File: src/rtl/load_align_unit_pkg.sv
// Shared definitions for the load alignment unit: funct3 load encodings, the
// controller state encoding and the helpers that classify a load request.
package load_pkg;

    typedef enum logic [2:0] {
        OP_LB  = 3'b000,
        OP_LH  = 3'b001,
        OP_LW  = 3'b010,
        OP_LBU = 3'b100,
        OP_LHU = 3'b101
    } ld_op_e;

    typedef enum logic [2:0] {
        S_IDLE,
        S_REQ0,
        S_WAIT0,
        S_REQ1,
        S_WAIT1,
        S_DONE
    } state_e;

    function automatic logic op_legal(input logic [2:0] op);
        case (op)
            OP_LB, OP_LH, OP_LW, OP_LBU, OP_LHU: return 1'b1;
            default:                             return 1'b0;
        endcase
    endfunction

    // A load is split when its bytes straddle a word boundary.
    function automatic logic is_split(input logic [2:0] op, input logic [1:0] offset);
        case (op)
            OP_LH, OP_LHU: return (offset == 2'd3);
            OP_LW:         return (offset != 2'd0);
            default:       return 1'b0;
        endcase
    endfunction

endpackage

File: src/rtl/load_align_unit_if.sv
// Bus bundles for the load alignment unit: the core-side load request channel
// and the word-wide data-memory read channel.
interface load_req_if;
    logic        ld_valid;
    logic        ld_ready;
    logic [31:0] ld_addr;
    logic [2:0]  ld_op;
    logic        ld_done;
    logic        ld_err;
    logic [31:0] ld_data;

    modport master (
        output ld_valid, ld_addr, ld_op,
        input  ld_ready, ld_done, ld_err, ld_data
    );
    modport slave (
        input  ld_valid, ld_addr, ld_op,
        output ld_ready, ld_done, ld_err, ld_data
    );
endinterface

interface load_mem_if;
    logic        mem_req;
    logic [31:0] mem_addr;
    logic        mem_gnt;
    logic        mem_rvalid;
    logic [31:0] mem_rdata;

    modport master (
        output mem_req, mem_addr,
        input  mem_gnt, mem_rvalid, mem_rdata
    );
    modport slave (
        input  mem_req, mem_addr,
        output mem_gnt, mem_rvalid, mem_rdata
    );
endinterface

File: src/rtl/load_align_unit_extract.sv
// Combinational byte/halfword/word extraction from a little-endian word pair,
// followed by sign or zero extension according to the load funct3.
module load_extract
    import load_pkg::*;
(
    input  logic [31:0] hi_i,
    input  logic [31:0] lo_i,
    input  logic [1:0]  offset_i,
    input  logic [2:0]  op_i,
    output logic [31:0] data_o
);

    logic [63:0] pair_shift;
    logic [31:0] raw;

    always_comb begin
        pair_shift = {hi_i, lo_i} >> {offset_i, 3'b000};
        raw        = pair_shift[31:0];
        case (op_i)
            OP_LB:   data_o = {{24{raw[7]}}, raw[7:0]};
            OP_LBU:  data_o = {24'h0, raw[7:0]};
            OP_LH:   data_o = {{16{raw[15]}}, raw[15:0]};
            OP_LHU:  data_o = {16'h0, raw[15:0]};
            OP_LW:   data_o = raw;
            default: data_o = 32'h0;
        endcase
    end

endmodule

File: src/rtl/load_align_unit.sv
// Load alignment unit: accepts a load, issues one or two word reads with at most
// one outstanding, and returns the aligned, extended result for one cycle.
module load_align_unit
    import load_pkg::*;
(
    input  logic       clk,
    input  logic       rst_n,
    load_req_if.slave  ld,
    load_mem_if.master mem
);

    state_e      state_q, state_d;
    logic [31:0] addr_q, addr_d;
    logic [2:0]  op_q, op_d;
    logic        err_q, err_d;
    logic [31:0] lo_q, lo_d;
    logic [31:0] data_q, data_d;

    logic        split;
    logic [31:0] word_base;
    logic [31:0] ext_hi;
    logic [31:0] ext_lo;
    logic [31:0] ext_data;

    assign split     = is_split(op_q, addr_q[1:0]);
    assign word_base = {addr_q[31:2], 2'b00};

    // Extraction sees the returning word directly so the result can be
    // registered on the same edge that completes the last read.
    assign ext_lo = (state_q == S_WAIT0) ? mem.mem_rdata : lo_q;
    assign ext_hi = (state_q == S_WAIT1) ? mem.mem_rdata : 32'h0;

    load_extract u_extract (
        .hi_i     (ext_hi),
        .lo_i     (ext_lo),
        .offset_i (addr_q[1:0]),
        .op_i     (op_q),
        .data_o   (ext_data)
    );

    always_ff @(posedge clk or negedge rst_n) begin
        if (!rst_n) begin
            state_q <= S_IDLE;
            addr_q  <= 32'h0;
            op_q    <= 3'b000;
            err_q   <= 1'b0;
            lo_q    <= 32'h0;
            data_q  <= 32'h0;
        end else begin
            state_q <= state_d;
            addr_q  <= addr_d;
            op_q    <= op_d;
            err_q   <= err_d;
            lo_q    <= lo_d;
            data_q  <= data_d;
        end
    end

    always_comb begin
        state_d = state_q;
        addr_d  = addr_q;
        op_d    = op_q;
        err_d   = err_q;
        lo_d    = lo_q;
        data_d  = data_q;
        case (state_q)
            S_IDLE: begin
                if (ld.ld_valid) begin
                    addr_d  = ld.ld_addr;
                    op_d    = ld.ld_op;
                    err_d   = !op_legal(ld.ld_op);
                    state_d = op_legal(ld.ld_op) ? S_REQ0 : S_DONE;
                end
            end
            S_REQ0: begin
                if (mem.mem_gnt) state_d = S_WAIT0;
            end
            S_WAIT0: begin
                if (mem.mem_rvalid) begin
                    lo_d = mem.mem_rdata;
                    if (split) begin
                        state_d = S_REQ1;
                    end else begin
                        data_d  = ext_data;
                        state_d = S_DONE;
                    end
                end
            end
            S_REQ1: begin
                if (mem.mem_gnt) state_d = S_WAIT1;
            end
            S_WAIT1: begin
                if (mem.mem_rvalid) begin
                    data_d  = ext_data;
                    state_d = S_DONE;
                end
            end
            S_DONE: begin
                state_d = S_IDLE;
            end
            default: begin
                state_d = S_IDLE;
            end
        endcase
    end

    assign ld.ld_ready  = (state_q == S_IDLE);
    assign ld.ld_done   = (state_q == S_DONE) && !err_q;
    assign ld.ld_err    = (state_q == S_DONE) && err_q;
    assign ld.ld_data   = data_q;

    // Second word address wraps naturally at the top of the address space.
    assign mem.mem_req  = (state_q == S_REQ0) || (state_q == S_REQ1);
    assign mem.mem_addr = ((state_q == S_REQ1) || (state_q == S_WAIT1))
                          ? (word_base + 32'd4) : word_base;

endmodule
File: src/flat_wrapper.sv
// flat-port wrapper written by rule: the top's interface ports become plain ports
module load_align_unit_flat import load_pkg::*;
  (clk, rst_n, ld_ld_valid, ld_ld_addr, ld_ld_op, ld_ld_ready, ld_ld_done, ld_ld_err, ld_ld_data, mem_mem_req, mem_mem_addr, mem_mem_gnt, mem_mem_rvalid, mem_mem_rdata);
  load_req_if ld_i ();
  load_mem_if mem_i ();
  input  logic clk;
  input  logic rst_n;
  input wire logic [$bits(ld_i.ld_valid)-1:0] ld_ld_valid;
  input wire logic [$bits(ld_i.ld_addr)-1:0] ld_ld_addr;
  input wire logic [$bits(ld_i.ld_op)-1:0] ld_ld_op;
  output wire logic [$bits(ld_i.ld_ready)-1:0] ld_ld_ready;
  output wire logic [$bits(ld_i.ld_done)-1:0] ld_ld_done;
  output wire logic [$bits(ld_i.ld_err)-1:0] ld_ld_err;
  output wire logic [$bits(ld_i.ld_data)-1:0] ld_ld_data;
  output wire logic [$bits(mem_i.mem_req)-1:0] mem_mem_req;
  output wire logic [$bits(mem_i.mem_addr)-1:0] mem_mem_addr;
  input wire logic [$bits(mem_i.mem_gnt)-1:0] mem_mem_gnt;
  input wire logic [$bits(mem_i.mem_rvalid)-1:0] mem_mem_rvalid;
  input wire logic [$bits(mem_i.mem_rdata)-1:0] mem_mem_rdata;
  assign ld_i.ld_valid = ld_ld_valid;
  assign ld_i.ld_addr = ld_ld_addr;
  assign ld_i.ld_op = ld_ld_op;
  assign ld_ld_ready = ld_i.ld_ready;
  assign ld_ld_done = ld_i.ld_done;
  assign ld_ld_err = ld_i.ld_err;
  assign ld_ld_data = ld_i.ld_data;
  assign mem_mem_req = mem_i.mem_req;
  assign mem_mem_addr = mem_i.mem_addr;
  assign mem_i.mem_gnt = mem_mem_gnt;
  assign mem_i.mem_rvalid = mem_mem_rvalid;
  assign mem_i.mem_rdata = mem_mem_rdata;
  load_align_unit u_core (.clk(clk), .rst_n(rst_n), .ld(ld_i), .mem(mem_i));
endmodule
File: config.mk
export PLATFORM = sky130hd
export DESIGN_NAME = load_align_unit_flat
export DESIGN_NICKNAME = d
export VERILOG_FILES = /design/src/rtl/load_align_unit_pkg.sv /design/src/rtl/load_align_unit_if.sv /design/src/rtl/load_align_unit_extract.sv /design/src/rtl/load_align_unit.sv /design/src/flat_wrapper.sv
export SDC_FILE = /design/constraint.sdc
export NUM_CORES = 1
export LEC_CHECK = 0
export CAP_MARGIN = 20
export CORE_ASPECT_RATIO = 0.7
export CORE_MARGIN = 2
export CORE_UTILIZATION = 45
export CTS_CLUSTER_DIAMETER = 200
export CTS_CLUSTER_SIZE = 10
export DETAILED_ROUTE_END_ITERATION = 6
export PLACE_DENSITY_LB_ADDON = 0.2
export SETUP_SLACK_MARGIN = 0.02
export SLEW_MARGIN = 20
export SYNTH_ARGS = -nofsm -noshare
export SYNTH_HDL_FRONTEND = slang
export SYNTH_SLANG_ARGS = --single-unit
File: constraint.sdc
create_clock -name clk -period 5.45 [get_ports clk]
set_input_delay 1.09 -clock clk [delete_from_list [all_inputs] [get_ports clk]]
set_output_delay 1.09 -clock clk [all_outputs]
set_load 0.005 [all_outputs]
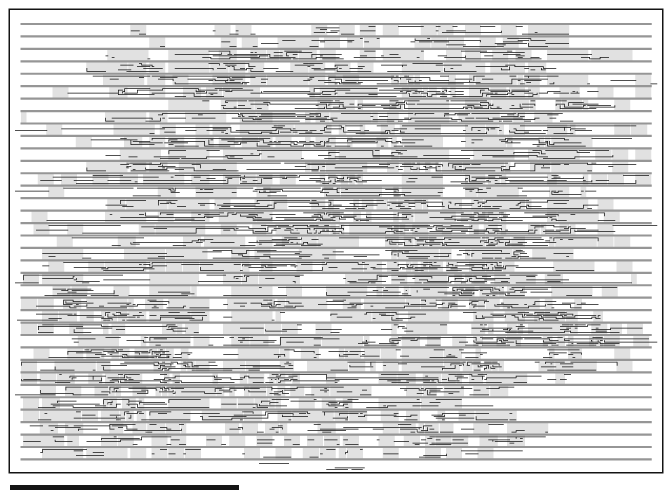
Figure 1: the metal 1 layer.
Scale bar: 50 um. Supply wires on this layer in gray. Cells faint in the background.
share of all routed wire: 47%
nets with wire on the layer: 656
wire length on this layer: 7920 um

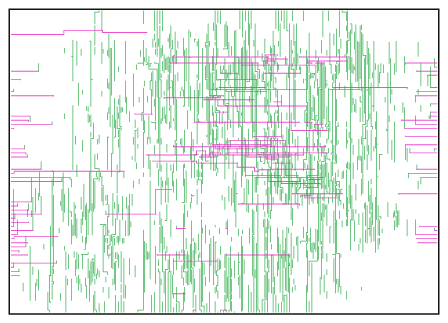
Figure 2: metal layers overlaid.
Only two layers are drawn.
| layer | color | wire length |
|---|---|---|
| M3 | magenta | 1340 um |
| M2 | green | 7310 um |

==> reports/results.txt <==
Outcome -> complete, no violations
Drt drc -> 0
Max Freq -> 0.241 GHz
Peak VDD IR -> 0.268 mV
Pin count of the biggest net entering global routing -> 68
Internal Power -> 2.85 mW
Final ANT Viol Nets -> 0
Largest class -> logic gates
Wl on met1 -> 7920 um
CP delay by family, top -> simple AND/OR/NAND/NOR gates
Area leader, netlist -> dfrtp_1
Post-synth EDFFs -> 0
Slowest cell on crit path -> dfrtp_1
Tap cells -> 166
Vias in the first global route -> 4890
Via count -> 4956
Max cap viols -> 0
FP Util -> 46.0%
Cell area after layout -> 7810 um^2
Vias per cell -> 5.89
YS chip area -> 6050 um^2
Chip Width -> 143 um
Area grow syn2layout -> 29.2%
Global-route wire length before repair -> 26600 um
Slew headroom -> 23.4%
Crit path kind -> reg2out
H-tree depth -> 3
Data buffer area share -> 18.0%
Layout multi-input combinational cell count -> 405
# Cells Yosys -> 558
Drt initial violations -> 344
Worst EP required -> 4.36 ns
Leak -> 3.12 nW
CTS sink cnt -> 103
Synth top area share -> 42.6%
Global route overflow -> 0
Final hold viol count -> 0
Worst Hold Margin -> 0.484 ns
CTS Buf Count -> 9
-- state kept, by name (all words and copies together) (netlist names) --
name / flops
u_core.op_q: 3
u_core.ld.ld_data: 32
u_core.addr_q: 32
u_core.err_q: 1
u_core.lo_q: 32
u_core.state_q: 3
-- cell families (layout without fill, tap and decap cells) --
kind of cell	count (synthesis)	in the layout	share of synthesized area, %
adder cells (fa/ha/maj)	1	1	0.207
flip-flops	103	103	42.6
XOR/XNOR	29	29	4.20
AND/OR/NAND/NOR	142	142	11.2
AND-OR/OR-AND	99	99	12.3
other	1	2	0.0620
buffers and inverters	51	168	4.20
multiplexers	132	132	25.2
-- path summary, 6_finish.rpt --
kind,from,endpoint,slack (ns),cells after the start
hold / removal,u_core.ld.ld_data[6],u_core.ld.ld_data[6],0.48,2
setup reg to reg,u_core.state_q[0],u_core.ld.ld_data[30],1.94,6
setup / recovery,u_core.state_q[2],mem_mem_addr[27],1.30,6
max in group asynchronous,rst_n,u_core.lo_q[16],3.58,2
hold reg to reg,u_core.ld.ld_data[6],u_core.ld.ld_data[6],0.48,2
min in group asynchronous,rst_n,u_core.addr_q[20],0.84,1
-- layout by cell type (no fill, tap or decap), drive strengths merged, types with 12 or more instances in the layout --
| master | Yosys | final |
|---|---|---|
| o22ai | 16 | 16 |
| dfrtp | 103 | 103 |
| nand2 | 41 | 41 |
| mux2 | 60 | 60 |
| mux2i | 62 | 62 |
| nand3 | 12 | 12 |
| nor2 | 49 | 49 |
| clkdlybuf4s50 | 0 | 136 |
| a211oi | 16 | 16 |
| xnor2 | 17 | 17 |
| xor2 | 12 | 12 |
| o21ai | 32 | 32 |
Power and IR drop assume default switching activity.
